File: src/rtl/dram_ctrl_pkg.sv
// Shared types and defaults for the DRAM access arbiter.
package dram_ctrl_pkg;

    typedef enum logic [1:0] {
        IDLE   = 2'd0,
        ACCESS = 2'd1,
        DONE   = 2'd2
    } state_t;

    typedef enum logic {
        PORT_IF  = 1'b0,
        PORT_MEM = 1'b1
    } port_t;

    localparam int DEF_ADDR_W     = 16;
    localparam int DEF_DATA_W     = 16;
    localparam int DEF_MEM_LAT    = 2;
    localparam int DEF_STARVE_MAX = 4;

    // Bits needed to hold values 0..max_val (never less than one bit).
    function automatic int cnt_width(input int max_val);
        return (max_val < 1) ? 1 : $clog2(max_val + 1);
    endfunction

endpackage

File: src/rtl/dram_arb_prio.sv
// Fixed-priority pick (Mem over If) with a saturating starvation counter
// that hands the grant to If once it has lost STARVE_MAX times in a row.
module dram_arb_prio
    import dram_ctrl_pkg::*;
#(
    parameter int STARVE_MAX = DEF_STARVE_MAX
) (
    input  logic  i_clk,
    input  logic  i_rst,
    input  logic  i_if_req,
    input  logic  i_mem_req,
    input  logic  i_arb_en,
    output port_t o_grant
);

    localparam int SW = cnt_width(STARVE_MAX);

    logic [SW-1:0] r_starve;
    logic          w_starved;

    assign w_starved = (r_starve == SW'(STARVE_MAX));

    // Grant selection: Mem wins unless it is absent or If has been starved.
    always_comb begin
        o_grant = PORT_MEM;
        if (i_if_req && (!i_mem_req || w_starved)) begin
            o_grant = PORT_IF;
        end
    end

    // Starvation counter: counts If losses, saturates, clears on an If grant.
    always_ff @(posedge i_clk or posedge i_rst) begin
        if (i_rst) begin
            r_starve <= '0;
        end else if (i_arb_en) begin
            if (o_grant == PORT_IF) begin
                r_starve <= '0;
            end else if (i_if_req && !w_starved) begin
                r_starve <= r_starve + 1'b1;
            end
        end
    end

endmodule

File: src/rtl/dram_access_arbiter.sv
// Shares one single-port DRAM between instruction fetch (read-only) and
// data memory (read/write). Each access is IDLE -> ACCESS (strobe held
// MEM_LAT cycles) -> DONE (one-cycle Done pulse, read data captured).
module dram_access_arbiter
    import dram_ctrl_pkg::*;
#(
    parameter int ADDR_W     = DEF_ADDR_W,
    parameter int DATA_W     = DEF_DATA_W,
    parameter int MEM_LAT    = DEF_MEM_LAT,
    parameter int STARVE_MAX = DEF_STARVE_MAX
) (
    input  logic              Clk,
    input  logic              Reset,
    input  logic              IfReq,
    input  logic [ADDR_W-1:0] IfAddr,
    output logic [DATA_W-1:0] IfData,
    output logic              IfDone,
    input  logic              MemReq,
    input  logic              MemWE,
    input  logic [ADDR_W-1:0] MemAddr,
    input  logic [DATA_W-1:0] MemWData,
    output logic [DATA_W-1:0] MemRData,
    output logic              MemDone,
    output logic [ADDR_W-1:0] DramAddr,
    output logic [DATA_W-1:0] DramDataIn,
    output logic              DramRD,
    output logic              DramWR,
    input  logic [DATA_W-1:0] DramDataOut,
    output logic              Busy
);

    localparam int LW = cnt_width(MEM_LAT);

    state_t            r_state;
    state_t            w_next_state;
    logic              w_arb_en;
    logic              w_acc_end;
    port_t             w_grant;
    logic              w_grant_we;

    port_t             r_port;
    logic              r_we;
    logic [ADDR_W-1:0] r_addr;
    logic [DATA_W-1:0] r_wdata;
    logic [LW-1:0]     r_lat;
    logic              r_rd;
    logic              r_wr;
    logic              r_if_done;
    logic              r_mem_done;
    logic [DATA_W-1:0] r_if_data;
    logic [DATA_W-1:0] r_mem_data;

    dram_arb_prio #(
        .STARVE_MAX (STARVE_MAX)
    ) u_arb (
        .i_clk     (Clk),
        .i_rst     (Reset),
        .i_if_req  (IfReq),
        .i_mem_req (MemReq),
        .i_arb_en  (w_arb_en),
        .o_grant   (w_grant)
    );

    // Only Mem can write; an If grant is always a read.
    assign w_grant_we = (w_grant == PORT_MEM) && MemWE;

    // FSM state register.
    always_ff @(posedge Clk or posedge Reset) begin
        if (Reset) begin
            r_state <= IDLE;
        end else begin
            r_state <= w_next_state;
        end
    end

    // FSM next-state: arbitrate in IDLE, wait out the latency in ACCESS.
    always_comb begin
        w_next_state = r_state;
        w_arb_en     = 1'b0;
        w_acc_end    = 1'b0;
        case (r_state)
            IDLE: begin
                if (IfReq || MemReq) begin
                    w_arb_en     = 1'b1;
                    w_next_state = ACCESS;
                end
            end
            ACCESS: begin
                if (r_lat == '0) begin
                    w_acc_end    = 1'b1;
                    w_next_state = DONE;
                end
            end
            DONE: begin
                w_next_state = IDLE;
            end
            default: begin
                w_next_state = IDLE;
            end
        endcase
    end

    // Grant registers: latched once per arbitration, inputs ignored afterwards.
    always_ff @(posedge Clk or posedge Reset) begin
        if (Reset) begin
            r_port  <= PORT_IF;
            r_we    <= 1'b0;
            r_addr  <= '0;
            r_wdata <= '0;
        end else if (w_arb_en) begin
            r_port  <= w_grant;
            r_we    <= w_grant_we;
            r_addr  <= (w_grant == PORT_MEM) ? MemAddr : IfAddr;
            r_wdata <= (w_grant == PORT_MEM) ? MemWData : '0;
        end
    end

    // Latency counter: loads MEM_LAT-1 on grant, counts down to 0 in ACCESS.
    always_ff @(posedge Clk or posedge Reset) begin
        if (Reset) begin
            r_lat <= '0;
        end else if (w_arb_en) begin
            r_lat <= LW'(MEM_LAT - 1);
        end else if ((r_state == ACCESS) && (r_lat != '0)) begin
            r_lat <= r_lat - 1'b1;
        end
    end

    // DRAM strobes: exactly one raised on entry to ACCESS, dropped on exit.
    always_ff @(posedge Clk or posedge Reset) begin
        if (Reset) begin
            r_rd <= 1'b0;
            r_wr <= 1'b0;
        end else if (w_arb_en) begin
            r_rd <= !w_grant_we;
            r_wr <= w_grant_we;
        end else if (w_acc_end) begin
            r_rd <= 1'b0;
            r_wr <= 1'b0;
        end
    end

    // Completion: one-cycle Done to the granted port, read data captured at ACCESS exit.
    always_ff @(posedge Clk or posedge Reset) begin
        if (Reset) begin
            r_if_done  <= 1'b0;
            r_mem_done <= 1'b0;
            r_if_data  <= '0;
            r_mem_data <= '0;
        end else begin
            r_if_done  <= 1'b0;
            r_mem_done <= 1'b0;
            if (w_acc_end) begin
                if (r_port == PORT_IF) begin
                    r_if_done <= 1'b1;
                    if (!r_we) begin
                        r_if_data <= DramDataOut;
                    end
                end else begin
                    r_mem_done <= 1'b1;
                    if (!r_we) begin
                        r_mem_data <= DramDataOut;
                    end
                end
            end
        end
    end

    assign DramAddr   = r_addr;
    assign DramDataIn = r_wdata;
    assign DramRD     = r_rd;
    assign DramWR     = r_wr;
    assign IfDone     = r_if_done;
    assign MemDone    = r_mem_done;
    assign IfData     = r_if_data;
    assign MemRData   = r_mem_data;
    assign Busy       = (r_state != IDLE);

endmodule

File: config.mk
export PLATFORM = sky130hd
export DESIGN_NAME = dram_access_arbiter
export DESIGN_NICKNAME = d
export VERILOG_FILES = /design/src/rtl/dram_ctrl_pkg.sv /design/src/rtl/dram_arb_prio.sv /design/src/rtl/dram_access_arbiter.sv
export SDC_FILE = /design/constraint.sdc
export NUM_CORES = 1
export LEC_CHECK = 0
export CAP_MARGIN = 20
export CORE_ASPECT_RATIO = 0.6
export CORE_UTILIZATION = 42
export CTS_CLUSTER_DIAMETER = 100
export DETAILED_ROUTE_END_ITERATION = 10
export PLACE_DENSITY = 0.8
export SYNTH_ARGS = -nofsm -noshare
export SYNTH_HDL_FRONTEND = slang
export SYNTH_SLANG_ARGS = --single-unit
File: constraint.sdc
create_clock -name Clk -period 4.7 [get_ports Clk]
set_input_delay 0.94 -clock Clk [delete_from_list [all_inputs] [get_ports Clk]]
set_output_delay 0.94 -clock Clk [all_outputs]
set_load 0.05 [all_outputs]
### Routing congestion map

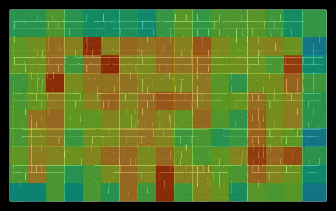
Wirelength per Cell: 17.6 µm
layer with the highest usage after global routing: met2
global-route track usage on met1: 29.1%

### Cell classes on the final placement

Bar = 20 µm.
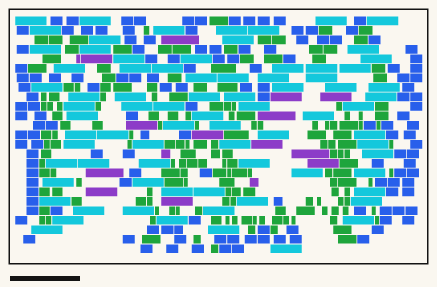
Green shows combinational and other logic, cells 170. Cyan shows flops, cells 77. Purple shows clock drivers and dummy loads, cells 16. Blue shows other buffers and delay cells, cells 140.
Core Region: 0.00795 mm²
fraction of area in registers: 36.9%
number of placement rows: 25
share of the core filled with cells: 65.8%
final design area excluding fillers: 0.00523 mm²

### Sequential cells colored by netlist name

Bar = 20 µm.
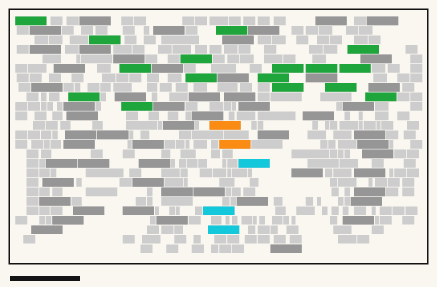
Green shows MemRData, flops 16. Cyan shows u_arb.r_starve, flops 3. Orange shows r_state, flops 2.
Register Area: 0.00193 mm²
Seq group: 0.00116 W

==> results.txt <==
Physical design

The number of synthesis warnings stands at 0. The number of nets still failing antenna checks after routing stands at 0. The worst-margin pin slew stands at 0.844 ns. Per the detailed placement report, the placed cell area equals 0.00486 mm². Checking hold timing, the worst path is listed with class flop to flop.

Per STA, the endpoint of the critical path is r_we. The post-synthesis async set-or-reset flop share stands at 100%. In this run the critical register-to-register path is captured at DramAddr[14]. The commonest cells after synthesis are sky130_fd_sc_hd__dfrtp_1 (77), sky130_fd_sc_hd__nand3_1 (32), sky130_fd_sc_hd__mux2_2 (24). The mean area per synthesized cell stands at 12.9 µm². The adder and majority cell fraction of the synthesized area stands at 1.08%. The routed design has 9.01 mm of wire. The power report attributes to the sequential group a share of 26.4%. The fraction of power consumed by combinational cells stands at 54.5%. The largest total area in the synthesized netlist belongs to sky130_fd_sc_hd__dfrtp_1.

For this run, the leading register cell type out of synthesis is sky130_fd_sc_hd__dfrtp_1. For this run, the register share of the synthesized area comes to 55.4%. The worst setup path is launched from an input port. Summed over all nets, the half-perimeter wirelength after detailed placement is 6.29 mm. The final timing report lists a max-slew violation count of 0. The run finished with clean final reports.

After filler insertion, the fill cell instance count of the layout stands at 597. The clock network latency to the later pin of the worst-skew pair stands at 0.33 ns. The iteration count recorded for the first detailed-route pass is 4.
### Logic cells by family

Bar = 20 µm.
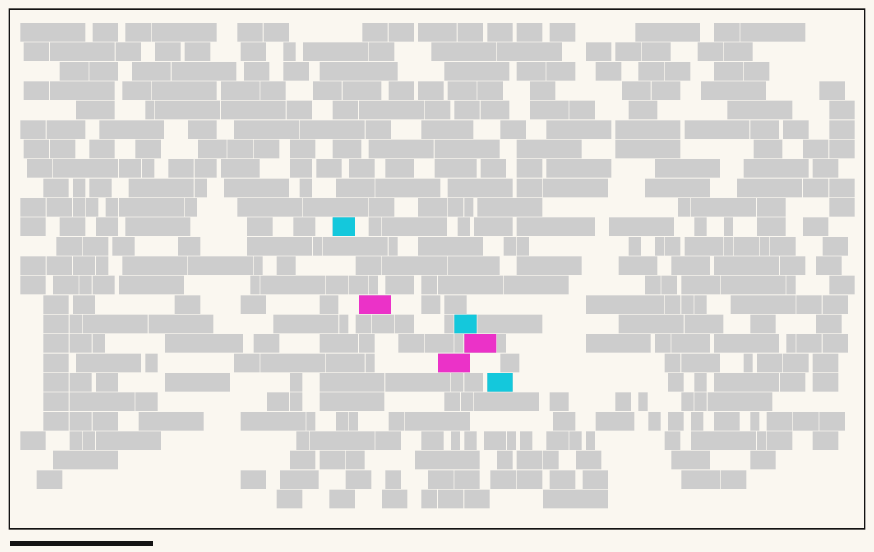
Cyan shows AND-OR and OR-AND gates, cells 3. Magenta shows adder and majority cells, cells 3.
combinational share of cell area: 25.2%
final std cells w/o fill: 511
dominant logic cell type in the layout: sky130_fd_sc_hd__clkdlybuf4s50_1

### Cells by drive strength

Bar = 20 µm.
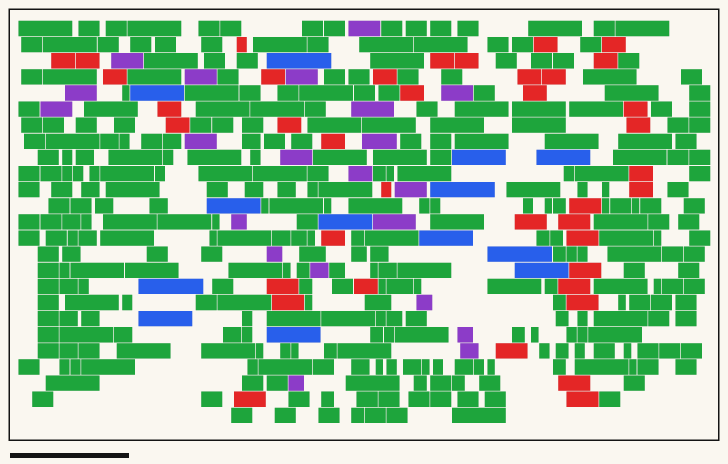
Blue shows _6 and larger, cells 13. Purple shows _3 and _4 cells, cells 21. Green shows _0 and _1 cells, cells 330. Red shows _2 cells, cells 39.
Area Growth Syn to Fin: 50.3%
bufs w/o clock: 140
worst-case setup margin in the final layout: 1.96 ns

-- cell type report --
type                       instances  share of cell area, %
clock buffer                      10                   4.38
clock inverter                     6                   2.59
inverter                          23                   1.70
multi-input combinational        147                   25.2
sequential                        77                   36.9
tap                              108                   2.59
timing repair buffer             140                   26.7
-- state kept, by name, indices dropped and copies added (netlist names), 2 cells and up --
signal and count:
u_arb.r_starve 3, DramDataIn 16, r_state 2, MemRData 16
IfData 16, r_lat 2, DramAddr 16
-- metrics by stage --
stage,power (W),hold WS [ns],util [%],instances
detailed placement,0.00357,0.474,61.2,495
global placement,0.00351,0.471,61.2,495
finish,0.00440,0.492,65.8,511
CTS,0.00444,0.495,65.8,511
global route,0.00460,0.505,65.8,511
floorplan,0.00281,0.452,-,269
-- worst max-delay path, cell delays in order --
cell	delay [ns]
sky130_fd_sc_hd__clkdlybuf4s50_1	0.91
sky130_fd_sc_hd__or2_1	0.33
sky130_fd_sc_hd__and2_4	0.39
sky130_fd_sc_hd__mux2_2	0.38
-- power by group through the flow --
stage	combinational, W	clock, W	sequential, W
2_1_floorplan	0.000734	0	0.00207
3_3_place_gp	0.00236	0	0.00115
3_5_place_dp	0.00241	0	0.00116
4_1_cts	0.00242	0.000853	0.00117
5_1_grt	0.00252	0.000881	0.00120
6_report	0.00240	0.000839	0.00116
-- logic make-up (layout without fill, tap and decap cells) --
family,count (synthesis),count (layout)
muxes,34,34
DFF,77,77
xor gates and xnor gates,1,1
adders and majority gates,3,3
AOI/OAI and AO/OA,43,43
buffers and inverters,45,179
and+or+nand+nor,66,66
-- routing by layer --
layer / share of wire, % / up-vias / wire length [µm]
met1: 45 / 1314 / 4070
met4: 0.80 / 0 / 72
met3: 8.6 / 6 / 772
met5: 0 / - / 0
met2: 45 / 103 / 4090
li1: - / 1251 / -
Power figures rest on the tool's default switching activity, not on a simulated workload.
